--- src/rtl/fifo_pkg.sv ---
// Shared definitions for the synchronous FIFO family.
//   DATA_BUS_SIZE     : default bus word width
//   clog2()           : ceiling log2 helper for sizing counters/pointers
//   FIFO_CHECK_THRESH : elaboration-time guard for almost-full/almost-empty thresholds;
//                       expands to a generate-if that raises $error on illegal values.
`ifndef FIFO_PKG_SV
`define FIFO_PKG_SV

`define FIFO_CHECK_THRESH(AF, AE, DEPTH) \
    if (((AF) < 1) || ((AF) > (DEPTH)) || ((AE) < 0) || ((AE) > ((DEPTH) - 1))) begin : g_bad_thresh \
        $error("fifo: AF_THRESH must be 1..DEPTH and AE_THRESH must be 0..DEPTH-1"); \
    end

package fifo_pkg;

    localparam int DATA_BUS_SIZE = 32;

    function automatic int clog2(input int value);
        int result;
        int v;
        result = 0;
        v = value - 1;
        while (v > 0) begin
            result = result + 1;
            v = v >>> 1;
        end
        return result;
    endfunction

endpackage

`endif

--- src/rtl/fifo_mem_2p.sv ---
// Storage array for the FIFO: one synchronous write port, one asynchronous read port.
// Contents are never reset; the owning FIFO guarantees stale words are never observable.
//   clk   in  : clock
//   we    in  : write enable
//   waddr in  : write address
//   wdata in  : write data
//   raddr in  : read address
//   rdata out : read data (combinational from raddr)
module fifo_mem_2p
    import fifo_pkg::*;
#(
    parameter int DATA_WIDTH = DATA_BUS_SIZE,
    parameter int ADDR_WIDTH = 3
) (
    input  logic                  clk,
    input  logic                  we,
    input  logic [ADDR_WIDTH-1:0] waddr,
    input  logic [DATA_WIDTH-1:0] wdata,
    input  logic [ADDR_WIDTH-1:0] raddr,
    output logic [DATA_WIDTH-1:0] rdata
);

    localparam int DEPTH = 1 << ADDR_WIDTH;

    logic [DATA_WIDTH-1:0] mem_q [0:DEPTH-1];

    always_ff @(posedge clk) begin
        if (we) begin
            mem_q[waddr] <= wdata;
        end
    end

    assign rdata = mem_q[raddr];

endmodule

--- src/rtl/sync_fifo_flags.sv ---
// Parametrised single-clock FIFO with fill count, programmable almost-full/almost-empty
// flags, selectable registered or first-word-fall-through read, synchronous flush and
// sticky overflow/underflow flags.
//   clk, rst (sync, active high), flush (clears pointers/count), clr_err (clears errors)
//   wr/data_in           : write request and data
//   rd/data_out          : read request (pop acknowledge in FWFT mode) and data
//   full, empty, almost_full, almost_empty, count : status from registered pointers
//   overflow, underflow  : sticky error flags
module sync_fifo_flags
    import fifo_pkg::*;
#(
    parameter int DATA_WIDTH = DATA_BUS_SIZE,
    parameter int ADDR_WIDTH = 3,
    parameter int FWFT       = 0,
    parameter int AF_THRESH  = 7,
    parameter int AE_THRESH  = 1
) (
    input  logic                  clk,
    input  logic                  rst,
    input  logic                  flush,
    input  logic                  clr_err,
    input  logic                  wr,
    input  logic [DATA_WIDTH-1:0] data_in,
    input  logic                  rd,
    output logic [DATA_WIDTH-1:0] data_out,
    output logic                  full,
    output logic                  empty,
    output logic                  almost_full,
    output logic                  almost_empty,
    output logic [ADDR_WIDTH:0]   count,
    output logic                  overflow,
    output logic                  underflow
);

    localparam int DEPTH = 1 << ADDR_WIDTH;
    localparam int PTR_W = ADDR_WIDTH + 1;
    localparam logic [PTR_W-1:0] DEPTH_C = PTR_W'(DEPTH);
    localparam logic [PTR_W-1:0] AF_C    = PTR_W'(AF_THRESH);
    localparam logic [PTR_W-1:0] AE_C    = PTR_W'(AE_THRESH);
    localparam logic [PTR_W-1:0] ONE_C   = PTR_W'(1);

    `FIFO_CHECK_THRESH(AF_THRESH, AE_THRESH, DEPTH)

    logic [PTR_W-1:0]      wr_ptr_q, wr_ptr_d;
    logic [PTR_W-1:0]      rd_ptr_q, rd_ptr_d;
    logic                  overflow_q, overflow_d;
    logic                  underflow_q, underflow_d;
    logic [PTR_W-1:0]      count_w;
    logic                  rd_acc, wr_acc, mem_we;
    logic [DATA_WIDTH-1:0] mem_rdata;

    // The extra MSB on each pointer distinguishes full from empty, so the modular
    // difference is the exact fill level 0..DEPTH.
    assign count_w      = wr_ptr_q - rd_ptr_q;
    assign count        = count_w;
    assign full         = (count_w == DEPTH_C);
    assign empty        = (count_w == '0);
    assign almost_full  = (count_w >= AF_C);
    assign almost_empty = (count_w <= AE_C);
    assign overflow     = overflow_q;
    assign underflow    = underflow_q;

    always_comb begin
        rd_acc      = rd & ~empty;
        // A write into a full FIFO is fine when a read frees the slot in the same cycle.
        wr_acc      = wr & (~full | rd_acc);
        mem_we      = wr_acc & ~flush;
        wr_ptr_d    = wr_ptr_q;
        rd_ptr_d    = rd_ptr_q;
        overflow_d  = overflow_q;
        underflow_d = underflow_q;
        if (clr_err) begin
            overflow_d  = 1'b0;
            underflow_d = 1'b0;
        end
        if (flush) begin
            // Requests coinciding with a flush are dropped silently, never flagged.
            wr_ptr_d = '0;
            rd_ptr_d = '0;
        end else begin
            if (wr_acc) wr_ptr_d = wr_ptr_q + ONE_C;
            if (rd_acc) rd_ptr_d = rd_ptr_q + ONE_C;
            // Set after the clear so a new error wins over clr_err.
            if (wr & ~wr_acc) overflow_d = 1'b1;
            if (rd & ~rd_acc) underflow_d = 1'b1;
        end
    end

    always_ff @(posedge clk) begin
        if (rst) begin
            wr_ptr_q    <= '0;
            rd_ptr_q    <= '0;
            overflow_q  <= 1'b0;
            underflow_q <= 1'b0;
        end else begin
            wr_ptr_q    <= wr_ptr_d;
            rd_ptr_q    <= rd_ptr_d;
            overflow_q  <= overflow_d;
            underflow_q <= underflow_d;
        end
    end

    fifo_mem_2p #(
        .DATA_WIDTH(DATA_WIDTH),
        .ADDR_WIDTH(ADDR_WIDTH)
    ) u_mem (
        .clk  (clk),
        .we   (mem_we),
        .waddr(wr_ptr_q[ADDR_WIDTH-1:0]),
        .wdata(data_in),
        .raddr(rd_ptr_q[ADDR_WIDTH-1:0]),
        .rdata(mem_rdata)
    );

    generate
        if (FWFT != 0) begin : g_fwft
            // Head word is presented directly; forced to zero when nothing is stored.
            assign data_out = empty ? '0 : mem_rdata;
        end else begin : g_reg
            logic [DATA_WIDTH-1:0] data_out_q, data_out_d;

            always_comb begin
                data_out_d = data_out_q;
                if (flush) begin
                    data_out_d = '0;
                end else if (rd_acc) begin
                    data_out_d = mem_rdata;
                end
            end

            always_ff @(posedge clk) begin
                if (rst) begin
                    data_out_q <= '0;
                end else begin
                    data_out_q <= data_out_d;
                end
            end

            assign data_out = data_out_q;
        end
    endgenerate

endmodule
--- config.mk ---
export PLATFORM = sky130hd
export DESIGN_NAME = sync_fifo_flags
export DESIGN_NICKNAME = d
export VERILOG_FILES = /design/src/rtl/fifo_pkg.sv /design/src/rtl/fifo_mem_2p.sv /design/src/rtl/sync_fifo_flags.sv
export SDC_FILE = /design/constraint.sdc
export NUM_CORES = 1
export LEC_CHECK = 0
export CAP_MARGIN = 20
export CORE_MARGIN = 5
export CORE_UTILIZATION = 25
export CTS_CLUSTER_DIAMETER = 100
export DETAILED_ROUTE_END_ITERATION = 12
export SYNTH_ARGS = -nofsm -noshare
export SYNTH_HDL_FRONTEND = slang
export SYNTH_SLANG_ARGS = --single-unit
--- constraint.sdc ---
create_clock -name clk -period 7.6 [get_ports clk]
set_clock_uncertainty 0.05 [all_clocks]
set_input_delay 1.52 -clock clk [delete_from_list [all_inputs] [get_ports clk]]
set_output_delay 1.52 -clock clk [all_outputs]
set_load 0.02 [all_outputs]
Fig. 1: run 1, met2 routing
The bar under the picture is 50 um long.
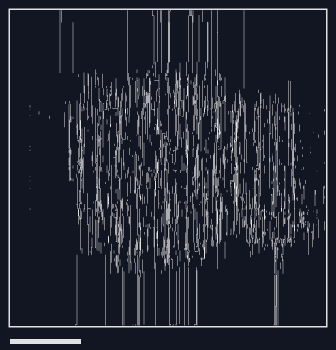
The wires run mostly vertical. The longest straight run is 82.2 um. 613 nets have wire on it.
met2 Resource Use GR: 0.148
vias after detailed routing: 5402
aggregate routed wire length: 22900 um

Fig. 2: run 1, clock wires, drivers and flops
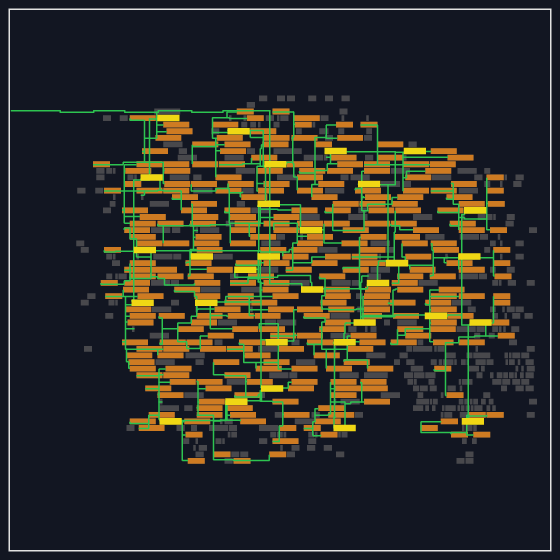
Key: green = clock wires [length 3380 um]; orange = flip-flops [count 298]; yellow = cells driving clock nets [count 30]
There are 31 routed clock nets.
Clock Power Share: 0.401
clock group total power: 1.36 mW
Late-Pin Clk Latency: 0.55 ns

Fig. 3: run 1, PDN straps and rails
Pins as bars on the die edge. Tap cells in gray.
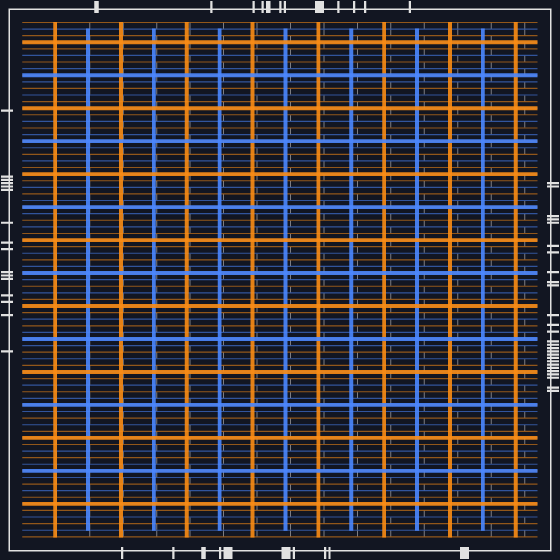
Key: blue = VDD; orange = VSS
600 tap cells. 15 straps on met5. 79 met1 rails follow the rows. 80 signal pins sit on the boundary. 15 straps on met4.
Core Region: 45100 sq um
horizontal extent of the die: 223 um
worst-case vdd ir drop: 0.000173 V
overall die height: 223 um

==> run 1: final timing paths <==
check	startpoint	to	depth (start not counted)
worst max-delay path	rd_ptr_q[2]$_SDFFE_PP0P_	almost_empty	8
worst min-delay path	underflow$_SDFF_PP0_	underflow$_SDFF_PP0_	2
worst max register to register	rd_ptr_q[2]$_SDFFE_PP0P_	u_mem.mem_q[4][6]$_DFFE_PP_	8
worst min register to register	underflow$_SDFF_PP0_	underflow$_SDFF_PP0_	2
==> run 1: layout make-up <==
cell class | count | area (sq um) | share of cell area
clock buffers | 46 | 831 | 0.0603
flip-flops and latches | 298 | 8540 | 0.620
inverters | 8 | 30.0 | 0.00218
clock inverters | 9 | 83.8 | 0.00609
multi-input cells | 227 | 2630 | 0.191
repair buffers | 92 | 908 | 0.0660
well taps | 600 | 751 | 0.0545
==> run 1: metal layers <==
metal  global-route usage  wire length, um  up-vias
met4               0.0182              387        4
li1                     -                -     2481
met5                    0               14        -
met2                0.148            11100      113
met3               0.0263             1260       30
met1                0.123            10100     2774
==> run 1: tightest hold or removal path, stage by stage (launching register included) <==
cell and delay (ns):
sky130_fd_sc_hd__dfxtp_1 0.31, sky130_fd_sc_hd__nand2b_1 0.07, sky130_fd_sc_hd__a21oi_1 0.05
==> run 1: synthesized netlist by cell type, drive strengths merged (3+ instances only) <==
master    n  share of area
a211oi   33          0.022
a21oi     6         0.0027
buf      23          0.012
clkbuf    9         0.0030
dfxtp    42          0.074
edfxtp  256           0.68
ha        5         0.0055
inv       8         0.0027
mux2i    35          0.031
mux4     64           0.13
nand2     8         0.0027
nor2     40          0.013
nor2b     3         0.0017
nor3      3         0.0013
or3       3         0.0017
xnor2     3         0.0023
==> impl_metrics.py, run 1 <==
# Generated from Yosys and OpenROAD reports
metrics = {
    "setup_path": {
        "kind_of_launch_point_of_the_worst_setup_path": "register",
        "cp.buffers_inverters": 3,
        "timing.setup.critical_path_class": "register to primary output",
        "crit_family": "flip-flops",
        "critPathMaxStageDelay_ns": 1.01,
        "worst_setup_path_end_kind": "primary output",
        "cp_data_required_time_ns": 6.03,
        "r2r_setup_slack_ns": 3.65,
        "worst-path-max-fanout": 67,
        "critPathArrivalTime_ns": 3.46,
        "path_cells": "inv_1 > ha_1 > a21oi_1 > a21oi_1 > nor2_2 > inv_2 > nor3_1 > clkdlybuf4s50_1",
        "worst_path_most_repeated_cell": "sky130_fd_sc_hd__a21oi_1",
        "worst_path_max_delay_cell": "sky130_fd_sc_hd__dfxtp_4",
    },
    "pwr": {
        "totalPowerFinal_mw": 3.40,
        "sequentialPower_mw": 1.81,
        "powerDensity_nw_per_um2": 247,
        "sequential_power_share": 0.533,
        "total_leakage_power_nw": 4.36,
        "switching_share": 0.210,
        "power.net_switching_uw": 713,
        "pwr-share-comb": 0.066,
        "power_leader": "sequential cells",
        "power_combinational_uw": 224,
        "internal-power_mw": 2.69,
    },
    "finish": {
        "layoutNonFillerInstCount": 1280,
        "largest_reg_flops": 256,
        "final_cell_mix": "256 x sky130_fd_sc_hd__edfxtp_1, 79 x sky130_fd_sc_hd__clkdlybuf4s50_1, 64 x sky130_fd_sc_hd__mux4_2",
        "most_frequent_standard_cell_in_the_layout_excluding_fill_and_tap_cells": "sky130_fd_sc_hd__edfxtp_1",
        "antenna_cells_inserted": 0,
        "register_with_the_most_flip_flops": "u_mem.mem_q",
        "area_delta_synth_final_pct": 21.7,
        "final_core_utilization": 0.305,
        "finish.net_count": 701,
        "layout-drive-gt1-share": 0.196,
        "number_of_filler_instances_in_the_final_layout": 4384,
        "postLayoutCellArea_sq_um": 13800,
    },
    "routing": {
        "ant_nets": 0,
        "dr.pass1.iters": 4,
        "drc_errors": 0,
        "drt_iter0_markers": 359,
        "wire_per_inst_um": 17.9,
        "drt-vias-per-instance": 4.22,
    },
    "outcome": {
        "outcome": "complete, no violations",
    },
    "sta": {
        "final.setup.tns_ns": 0,
        "report.final.setup_viol": 0,
        "tightest_slew_ns": 1.02,
        "setup_slack_ns": 2.57,
        "holdWs_ns": 0.427,
        "rsz_0062_raised_after_global_routing": "false",
        "worst_slew_margin_rel": 0.323,
        "max_freq_mhz": 199,
        "finalCriticalPeriod_ns": 5.03,
        "timing.final.crit_share": 0.662,
        "final_max_slew_viol_count": 0,
        "finalHoldViolCount": 0,
    },
    "placement": {
        "routabilityCongestion": 0.715,
        "place_ws_ns": 3.08,
        "dpl_cell_area_sq_um": 12900,
        "numPortBuffers": 79,
        "detailed_place_hpwl_um": 13500,
        "dpl.cell_count": 1225,
    },
    "flow_run": {
        "log.warning_count": 26,
        "max_capacitance_violation_total": 0,
    },
    "logic_synthesis": {
        "asyncSetResetFlopFracSynth": 0,
        "synth-compound-area-share": 0.0294,
        "postSynth.topFlopCell": "sky130_fd_sc_hd__edfxtp_1",
        "synth_stat.cells": 565,
        "synth_sequential_area_ratio": 0.754,
        "ys_sh_simple": 0.0312,
        "synthesis.yosys.warnings": 0,
        "synth.ff_latch_count": 298,
        "synth.comb.largest_family": "multiplexers",
        "post_synth_fa_ha_maj_area_fraction": 0.00730,
        "synthesis.nets": 609,
        "synth.cell_area_sq_um": 11300,
        "enable_flop_cells": 256,
        "ys_chip_area_sq_um": 11300,
        "synth_area_per_cell_sq_um": 20.0,
        "synth.distinct_cells": 39,
        "post_synth_xor_area_fraction": 0.00232,
        "synthesized_netlist_cell_count": 565,
        "synthMuxAreaShare": 0.158,
    },
    "cts": {
        "postCtsResizedCells": 0,
        "cts_tree": "yes",
        "post-cts-setup-buffers": 0,
        "clock-root-buffer": "sky130_fd_sc_hd__clkbuf_16",
        "cts.clk_slew.worst_paths_ns": 0.06,
        "clock_path_buffers": 3,
        "tritoncts.num_buffers": 30,
        "cts.htree.levels": 1,
        "ctsHoldBuffers": 0,
        "cts.sink_count": 298,
    },
    "die": {
        "top_level_ports": 80,
        "floorplan.initialDensity": 0.251,
        "chip_area_sq_um": 49600,
        "placement_rows": 78,
    },
    "global_route": {
        "first_pass_grt_wire_length_um": 35500,
        "antenna_found_initial": 2,
        "grt_start_max_net_pins": 71,
        "number_of_global_route_vias_before_repair": 5660,
        "global_route.usage.total": 0.0910,
        "grt_overflow_total": 0,
    },
    "min_path": {
        "holdCritPathClass": "register to register",
    },
}
==> run 2: changes to the inputs <==
==> constraint.sdc (replaced) <==
create_clock -name clk -period 4.61 [get_ports clk]
set_clock_uncertainty 0.05 [all_clocks]
set_input_delay 0.922 -clock clk [delete_from_list [all_inputs] [get_ports clk]]
set_output_delay 0.922 -clock clk [all_outputs]
set_load 0.02 [all_outputs]
Fig. 4: run 2, clock wires, drivers and flops
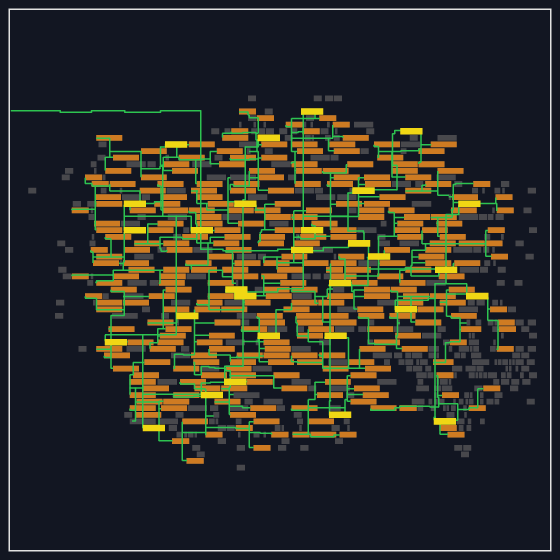
Key: orange = flip-flops [count 298]; yellow = cells driving clock nets [count 29]; green = clock wires [length 3480 um]
There are 30 routed clock nets.
Late-Pin Clk Latency: 0.54 ns
Clock Power Share: 0.418
clock group total power: 2.41 mW

Fig. 5: run 2, PDN straps and rails
Pins as bars on the die edge. Tap cells in gray.
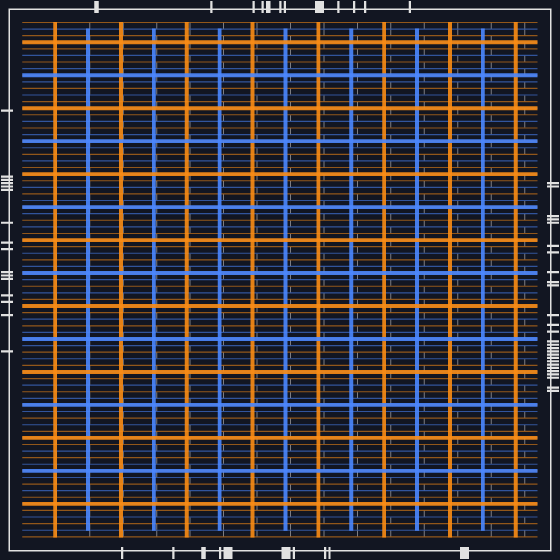
Key: orange = VSS; blue = VDD
79 met1 rails follow the rows. The core has 78 rows. 80 signal pins sit on the boundary. 15 straps on met5. 600 tap cells.
worst-case vdd ir drop: 0.000297 V

Fig. 6: run 2, placed standard cells
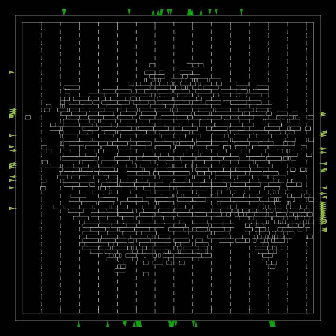
count of sequential standard cells: 298
site row count: 78
Taps Inserted: 600

==> run 2 against run 1 <==
  * Critical path depth fell by 1
  * Sequential power rose by 65%
  * Non-clock buffer count rose by 2
  * Total power rose by 70%
  * Combinational power rose by 68%
  * Worst hold slack barely moved
  * First-iteration DRC count rose by 19%
  * Setup slack got worse by 1.7 ns
  * Register-to-register slack got worse by 2.4 ns
  * Core utilization rose by 0.13 points
  * Area after synthesis did not move
  * Largest power group unchanged
  * Highest routed layer unchanged
==> impl_metrics.py, run 2 <==
# Generated from Yosys and OpenROAD reports
metrics = {
    "outcome": {
        "outcome": "complete, no violations",
    },
    "die": {
        "top_level_ports": 80,
        "die-height_um": 223,
        "floorplan.initialDensity": 0.251,
        "chip_area_sq_um": 49600,
    },
    "sta": {
        "finalCriticalPeriod_ns": 3.77,
        "tightest_slew_ns": 1.01,
        "report.final.setup_viol": 0,
        "final.setup.tns_ns": 0,
        "finalHoldViolCount": 0,
        "max_freq_mhz": 265,
        "timing.final.crit_share": 0.817,
    },
    "min_path": {
        "holdCritPathClass": "register to register",
    },
    "setup_path": {
        "worst_setup_path_end_kind": "primary output",
        "critPathMaxStageDelay_ns": 0.62,
        "worst_path_most_repeated_cell": "sky130_fd_sc_hd__a21oi_1",
        "worst_path_max_delay_cell": "sky130_fd_sc_hd__clkdlybuf4s50_1",
        "cp.buffers_inverters": 2,
        "crit_family": "buffers and inverters",
        "critPathArrivalTime_ns": 2.80,
        "timing.setup.critical_path_class": "register to primary output",
        "cp_data_required_time_ns": 3.64,
        "kind_of_launch_point_of_the_worst_setup_path": "register",
    },
    "logic_synthesis": {
        "top_cells_by_area": "sky130_fd_sc_hd__edfxtp_1 68%, sky130_fd_sc_hd__mux4_2 13%, sky130_fd_sc_hd__dfxtp_1 7.4%",
        "synth.ff_latch_count": 298,
        "synthesized_netlist_cell_count": 565,
        "post_synth_fa_ha_maj_area_fraction": 0.00730,
        "synthMuxAreaShare": 0.158,
        "asyncSetResetFlopFracSynth": 0,
        "synth.cell_area_sq_um": 11300,
        "synthesis.yosys.warnings": 0,
        "ys_chip_area_sq_um": 11300,
        "synth.top_cell.area_share": 0.679,
    },
    "cts": {
        "tritoncts.num_buffers": 29,
        "clock_path_buffers": 3,
        "cts.htree.levels": 1,
        "cts.clk_slew.worst_paths_ns": 0.06,
        "ctsHoldBuffers": 0,
        "cts.sink_count": 298,
        "post-cts-setup-buffers": 0,
    },
    "finish": {
        "most_frequent_standard_cell_in_the_layout_excluding_fill_and_tap_cells": "sky130_fd_sc_hd__edfxtp_1",
        "area_delta_synth_final_pct": 22.2,
        "final_cell_mix": "256 x sky130_fd_sc_hd__edfxtp_1, 79 x sky130_fd_sc_hd__clkdlybuf4s50_1, 64 x sky130_fd_sc_hd__mux4_2",
        "register_with_the_most_flip_flops": "u_mem.mem_q",
        "number_of_filler_instances_in_the_final_layout": 4396,
        "layout-drive-gt1-share": 0.209,
    },
    "flow_run": {
        "max_capacitance_violation_total": 0,
        "log.warning_count": 27,
    },
    "placement": {
        "detailed_place_hpwl_um": 13500,
        "routabilityCongestion": 0.706,
        "place_ws_ns": 1.14,
        "numPortBuffers": 79,
        "dpl_cell_area_sq_um": 12900,
    },
    "global_route": {
        "first_pass_grt_wire_length_um": 36500,
        "grt_overflow_total": 0,
    },
    "pwr": {
        "powerDensity_nw_per_um2": 417,
        "power_leader": "sequential cells",
        "sequential_power_share": 0.517,
        "power.net_switching_mw": 1.19,
        "totalPowerFinal_mw": 5.76,
        "power_combinational_uw": 376,
    },
    "routing": {
        "drt-vias-per-instance": 4.24,
    },
}
[run 2: cell counts after synthesis]
Identical to the previous run, type by type.
[run 2: worst reg2reg max path, delay by kind of cell (launching register included)]
family	cells	cell delay, ns
AOI/OAI and AO/OA	3	0.68
adders and majority gates	1	0.35
buffers and inverters	1	0.50
DFF	1	0.59
and+or+nand+nor	2	0.76
[run 2: cell families (layout without fill, tap and decap cells)]
group           count (synthesis)  count (layout)
flops                         298             298
buf+inv                        40             155
fa+ha+maj                       6               6
simple gates                   73              73
xor+xnor                        3               3
compound gates                 46              46
mux                            99              99
[run 2: path summary, 6_finish.rpt]
path	startpoint	to	slack (ns)	depth (start not counted)
min reg2reg	underflow$_SDFF_PP0_	underflow$_SDFF_PP0_	0.43	2
min	underflow$_SDFF_PP0_	underflow$_SDFF_PP0_	0.43	2
max	wr_ptr_q[2]$_SDFFE_PP0P_	almost_empty	0.84	7
max reg2reg	wr_ptr_q[2]$_SDFFE_PP0P_	u_mem.mem_q[4][26]$_DFFE_PP_	1.28	7
[run 2: routing by layer]
metal / track usage / share of wire / wire, um
met5: 0 / 0.0017 / 40
met4: 0.0213 / 0.022 / 513
met3: 0.0202 / 0.053 / 1250
met2: 0.152 / 0.49 / 11400
met1: 0.131 / 0.44 / 10200
[run 2: layout make-up]
cell class	count	area [sq um]	share of cell area
clock buffer	37	796	0.0575
tap	600	751	0.0543
inverter	8	30.0	0.00217
sequential	298	8540	0.617
clock inverter	16	183	0.0132
timing repair buffer	94	903	0.0653
multi-input combinational	227	2630	0.190
==> run 3: changes to the inputs <==
==> constraint.sdc (replaced) <==
create_clock -name clk -period 3.9 [get_ports clk]
set_clock_uncertainty 0.05 [all_clocks]
set_input_delay 0.78 -clock clk [delete_from_list [all_inputs] [get_ports clk]]
set_output_delay 0.78 -clock clk [all_outputs]
set_load 0.02 [all_outputs]
Fig. 7: run 3, cell classes on the final placement
The bar under the picture is 50 um long. Fill, decap, tap and diode cells in gray.
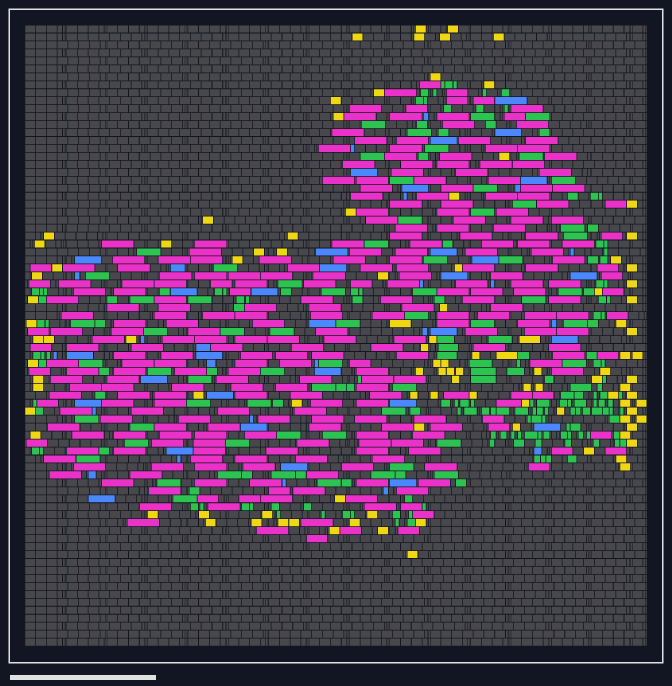
Key: blue = clock drivers and dummy loads [cells 54, share of their area 6.9%]; magenta = flip-flops [cells 298, share of their area 65%]; green = all other logic [cells 235, share of their area 21%]; yellow = other buffers and delay cells [cells 104, share of their area 7.7%]
fin area: 13900 sq um
Core Util, Final: 0.309
fraction of area in registers: 0.613

Fig. 8: run 3, PDN straps and rails
Pins as bars on the die edge. Tap cells in gray.
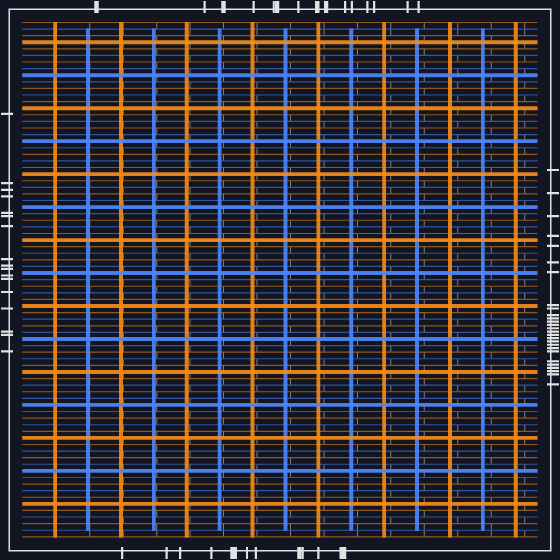
Key: orange = VSS; blue = VDD
80 signal pins sit on the boundary. The core has 78 rows. 15 straps on met5. 600 tap cells.
worst-case vdd ir drop: 0.000315 V

Fig. 9: run 3, clock wires, drivers and flops
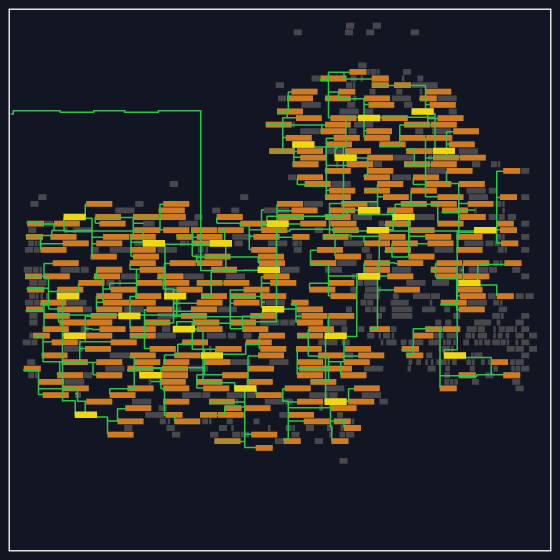
Key: orange = flip-flops [count 298]; yellow = cells driving clock nets [count 29]; green = clock wires [length 3410 um]
There are 30 routed clock nets.
clock group total power: 2.67 mW
Clock Power Share: 0.402
Late-Pin Clk Latency: 0.55 ns

==> run 3 against run 2 <==
  * Combinational power increased by about 20%
  * Synthesized cell count unchanged
  * Clock-buffer cell count increased by 1
  * First-iteration DRC count decreased by 35%
  * Worst hold slack got worse by 0.011 ns
  * Total power increased by 15%
  * Critical endpoint is now full
==> impl_metrics.py, run 3 <==
# Generated from Yosys and OpenROAD reports
metrics = {
    "outcome": {
        "outcome": "complete, no violations",
    },
    "finish": {
        "largest_reg_flops": 256,
        "antenna_cells_inserted": 0,
        "most_frequent_standard_cell_in_the_layout_excluding_fill_and_tap_cells": "sky130_fd_sc_hd__edfxtp_1",
        "final_cell_mix": "256 x sky130_fd_sc_hd__edfxtp_1, 79 x sky130_fd_sc_hd__clkdlybuf4s50_1, 64 x sky130_fd_sc_hd__mux4_2",
        "comb.multi_input.count": 227,
        "comb_area_share": 0.193,
        "clock_tree_area_fraction": 0.0655,
        "area.sequential_sq_um": 8540,
        "register_with_the_most_flip_flops": "u_mem.mem_q",
        "clock_buffer_count": 38,
        "area_delta_synth_final_pct": 23.1,
        "buffer_area_frac": 0.0729,
        "top_area_cell_class": "flip-flops and latches",
        "layout-drive-gt1-share": 0.216,
        "multi_input_comb_area_sq_um": 2690,
        "ff_count": 298,
        "number_of_filler_instances_in_the_final_layout": 4426,
        "buffers": 104,
        "nonClockInverterCount": 8,
    },
    "cts": {
        "cts.htree.levels": 1,
        "cts.clk_slew.worst_paths_ns": 0.06,
        "clock_path_buffers": 3,
        "ctsHoldBuffers": 0,
        "postCtsResizedCells": 0,
        "tritoncts.num_buffers": 29,
        "cts.sink_count": 298,
        "post-cts-setup-buffers": 0,
    },
    "placement": {
        "place_ws_ns": 0.641,
        "numPortBuffers": 79,
        "routabilityCongestion": 0.717,
        "detailed_place_hpwl_um": 14600,
    },
    "routing": {
        "top_layer": "met5",
        "met2_wirelength_um": 11500,
        "wl_met1_um": 10600,
        "routed_wl_um": 23700,
        "drt-vias-per-instance": 4.24,
        "drt_iter0_markers": 279,
        "num_vias": 5474,
        "met3_wl_um": 1180,
        "drc_errors": 0,
    },
    "sta": {
        "timing.final.crit_share": 0.922,
        "finalCriticalPeriod_ns": 3.60,
        "max_freq_mhz": 278,
        "final_max_slew_viol_count": 0,
        "report.final.setup_viol": 0,
        "finalHoldViolCount": 0,
        "worst_slew_margin_rel": 0.282,
        "setup_slack_ns": 0.305,
        "rsz_0062_raised_after_global_routing": "false",
        "tightest_slew_ns": 1.08,
    },
    "die": {
        "top_level_ports": 80,
        "floorplan.initialDensity": 0.251,
        "n_tap_cell": 600,
        "placement_rows": 78,
        "die_x_um": 223,
        "die-height_um": 223,
        "chip_area_sq_um": 49600,
        "core-area_sq_um": 45100,
    },
    "setup_path": {
        "kind_of_launch_point_of_the_worst_setup_path": "register",
        "timing.setup.critical_path_class": "register to primary output",
        "worst_path_most_repeated_cell": "sky130_fd_sc_hd__inv_1",
        "worst_setup_path_end_kind": "primary output",
        "cp_data_required_time_ns": 3.07,
        "path_cells": "inv_1 > ha_1 > inv_1 > fa_1 > inv_1 > nand3_1 > nor2_1 > clkdlybuf4s50_1",
        "critical_r2r_launch": "wr_ptr_q[0]$_SDFFE_PP0P_",
        "r2r_setup_slack_ns": 0.75,
        "critPathArrivalTime_ns": 2.77,
        "setup.worst_path.start": "wr_ptr_q[0]$_SDFFE_PP0P_",
        "critPathMaxStageDelay_ns": 0.61,
        "worst_r2r_endpoint": "data_out[8]$_SDFFE_PP0P_",
        "worst_path_max_delay_cell": "sky130_fd_sc_hd__clkdlybuf4s50_1",
        "cell_depth_of_the_worst_flop_to_flop_path": 10,
    },
    "min_path": {
        "timing.hold.worst.start": "underflow$_SDFF_PP0_",
        "worst_hold_path.num_cells": 2,
        "hold_path_end": "underflow$_SDFF_PP0_",
        "holdCritPathClass": "register to register",
    },
    "global_route": {
        "grt_overflow_total": 0,
        "grt_util_met3": 0.0207,
        "global_route.usage.total": 0.0938,
        "gr-max-usage-layer": "met2",
        "antenna_found_initial": 1,
        "first_pass_grt_wire_length_um": 36100,
        "grt_start_max_net_pins": 49,
        "global_route.usage.met2": 0.156,
        "number_of_global_route_vias_before_repair": 5734,
        "met1_usage": 0.127,
    },
    "logic_synthesis": {
        "postSynth.topFlopCell": "sky130_fd_sc_hd__edfxtp_1",
        "synth.top_cell.area_share": 0.679,
        "synthesis.nets": 609,
        "synthesis.yosys.warnings": 0,
        "synth.cell_area_sq_um": 11300,
        "ys_chip_area_sq_um": 11300,
        "enable_flop_cells": 256,
        "synth.ff_latch_count": 298,
        "synth_top_cell_by_count": "sky130_fd_sc_hd__edfxtp_1",
        "asyncSetResetFlopFracSynth": 0,
        "synth_area_leader_cell": "sky130_fd_sc_hd__edfxtp_1",
        "synth_stat.cells": 565,
        "synth.distinct_cells": 39,
        "synthesized_netlist_cell_count": 565,
        "top_cells_by_area": "sky130_fd_sc_hd__edfxtp_1 68%, sky130_fd_sc_hd__mux4_2 13%, sky130_fd_sc_hd__dfxtp_1 7.4%",
        "synth_sequential_area_ratio": 0.754,
        "netlist_top_cells_count": "256 x sky130_fd_sc_hd__edfxtp_1, 64 x sky130_fd_sc_hd__mux4_2, 42 x sky130_fd_sc_hd__dfxtp_1",
    },
    "pwr": {
        "total_leakage_power_nw": 4.43,
        "totalPowerFinal_mw": 6.65,
        "powerDensity_nw_per_um2": 477,
    },
    "flow_run": {
        "max_capacitance_violation_total": 0,
        "log.warning_count": 27,
    },
}
run 3: cell families (layout without fill, tap and decap cells):
family | Yosys count | after routing | share of synthesized area
buffers and inverters | 40 | 166 | 0.0177
muxes | 99 | 99 | 0.158
DFF | 298 | 298 | 0.754
AOI/OAI and AO/OA | 46 | 46 | 0.0294
and+or+nand+nor | 73 | 73 | 0.0312
adders and majority gates | 6 | 6 | 0.00730
xor gates and xnor gates | 3 | 3 | 0.00232
run 3: power by group:
group | total [mW] | internal (mW) | switching, mW
registers | 3.52 | 3.51 | 0.0188
clock network | 2.67 | 1.54 | 1.13
logic | 0.451 | 0.203 | 0.248
total | 6.65 | 5.25 | 1.40
run 3: per-stage QoR:
stage / cells / TNS, ns / area [sq um] / hold WS [ns]
after global placement: 1237 / 0 / 13000 / 0.408
after global routing: 1291 / 0 / 13900 / 0.436
after CTS: 1291 / 0 / 13900 / 0.419
final: 1291 / 0 / 13900 / 0.415
after floorplan: 565 / -34.54 / 11400 / 0.409
after detailed placement: 1237 / 0 / 13000 / 0.411
run 3: worst max-delay path: cells and delay by family, from the launching register on:
| kind | cells | cell delay (ns) |
|---|---|---|
| AND/OR/NAND/NOR | 2 | 0.27 |
| buffers and inverters | 4 | 0.86 |
| flip-flops | 1 | 0.42 |
| adder cells (fa/ha/maj) | 2 | 0.66 |
run 3: worst max path at each step:
stage                                        end  cells after the start
finish                                      full                      8
global route                        almost_empty                      8
CTS                                         full                      8
detailed placement  u_mem.mem_q[0][22]$_DFFE_PP_                      5
global placement    u_mem.mem_q[0][12]$_DFFE_PP_                      5
floorplan            u_mem.mem_q[3][0]$_DFFE_PP_                      9
Power and IR drop assume default switching activity.
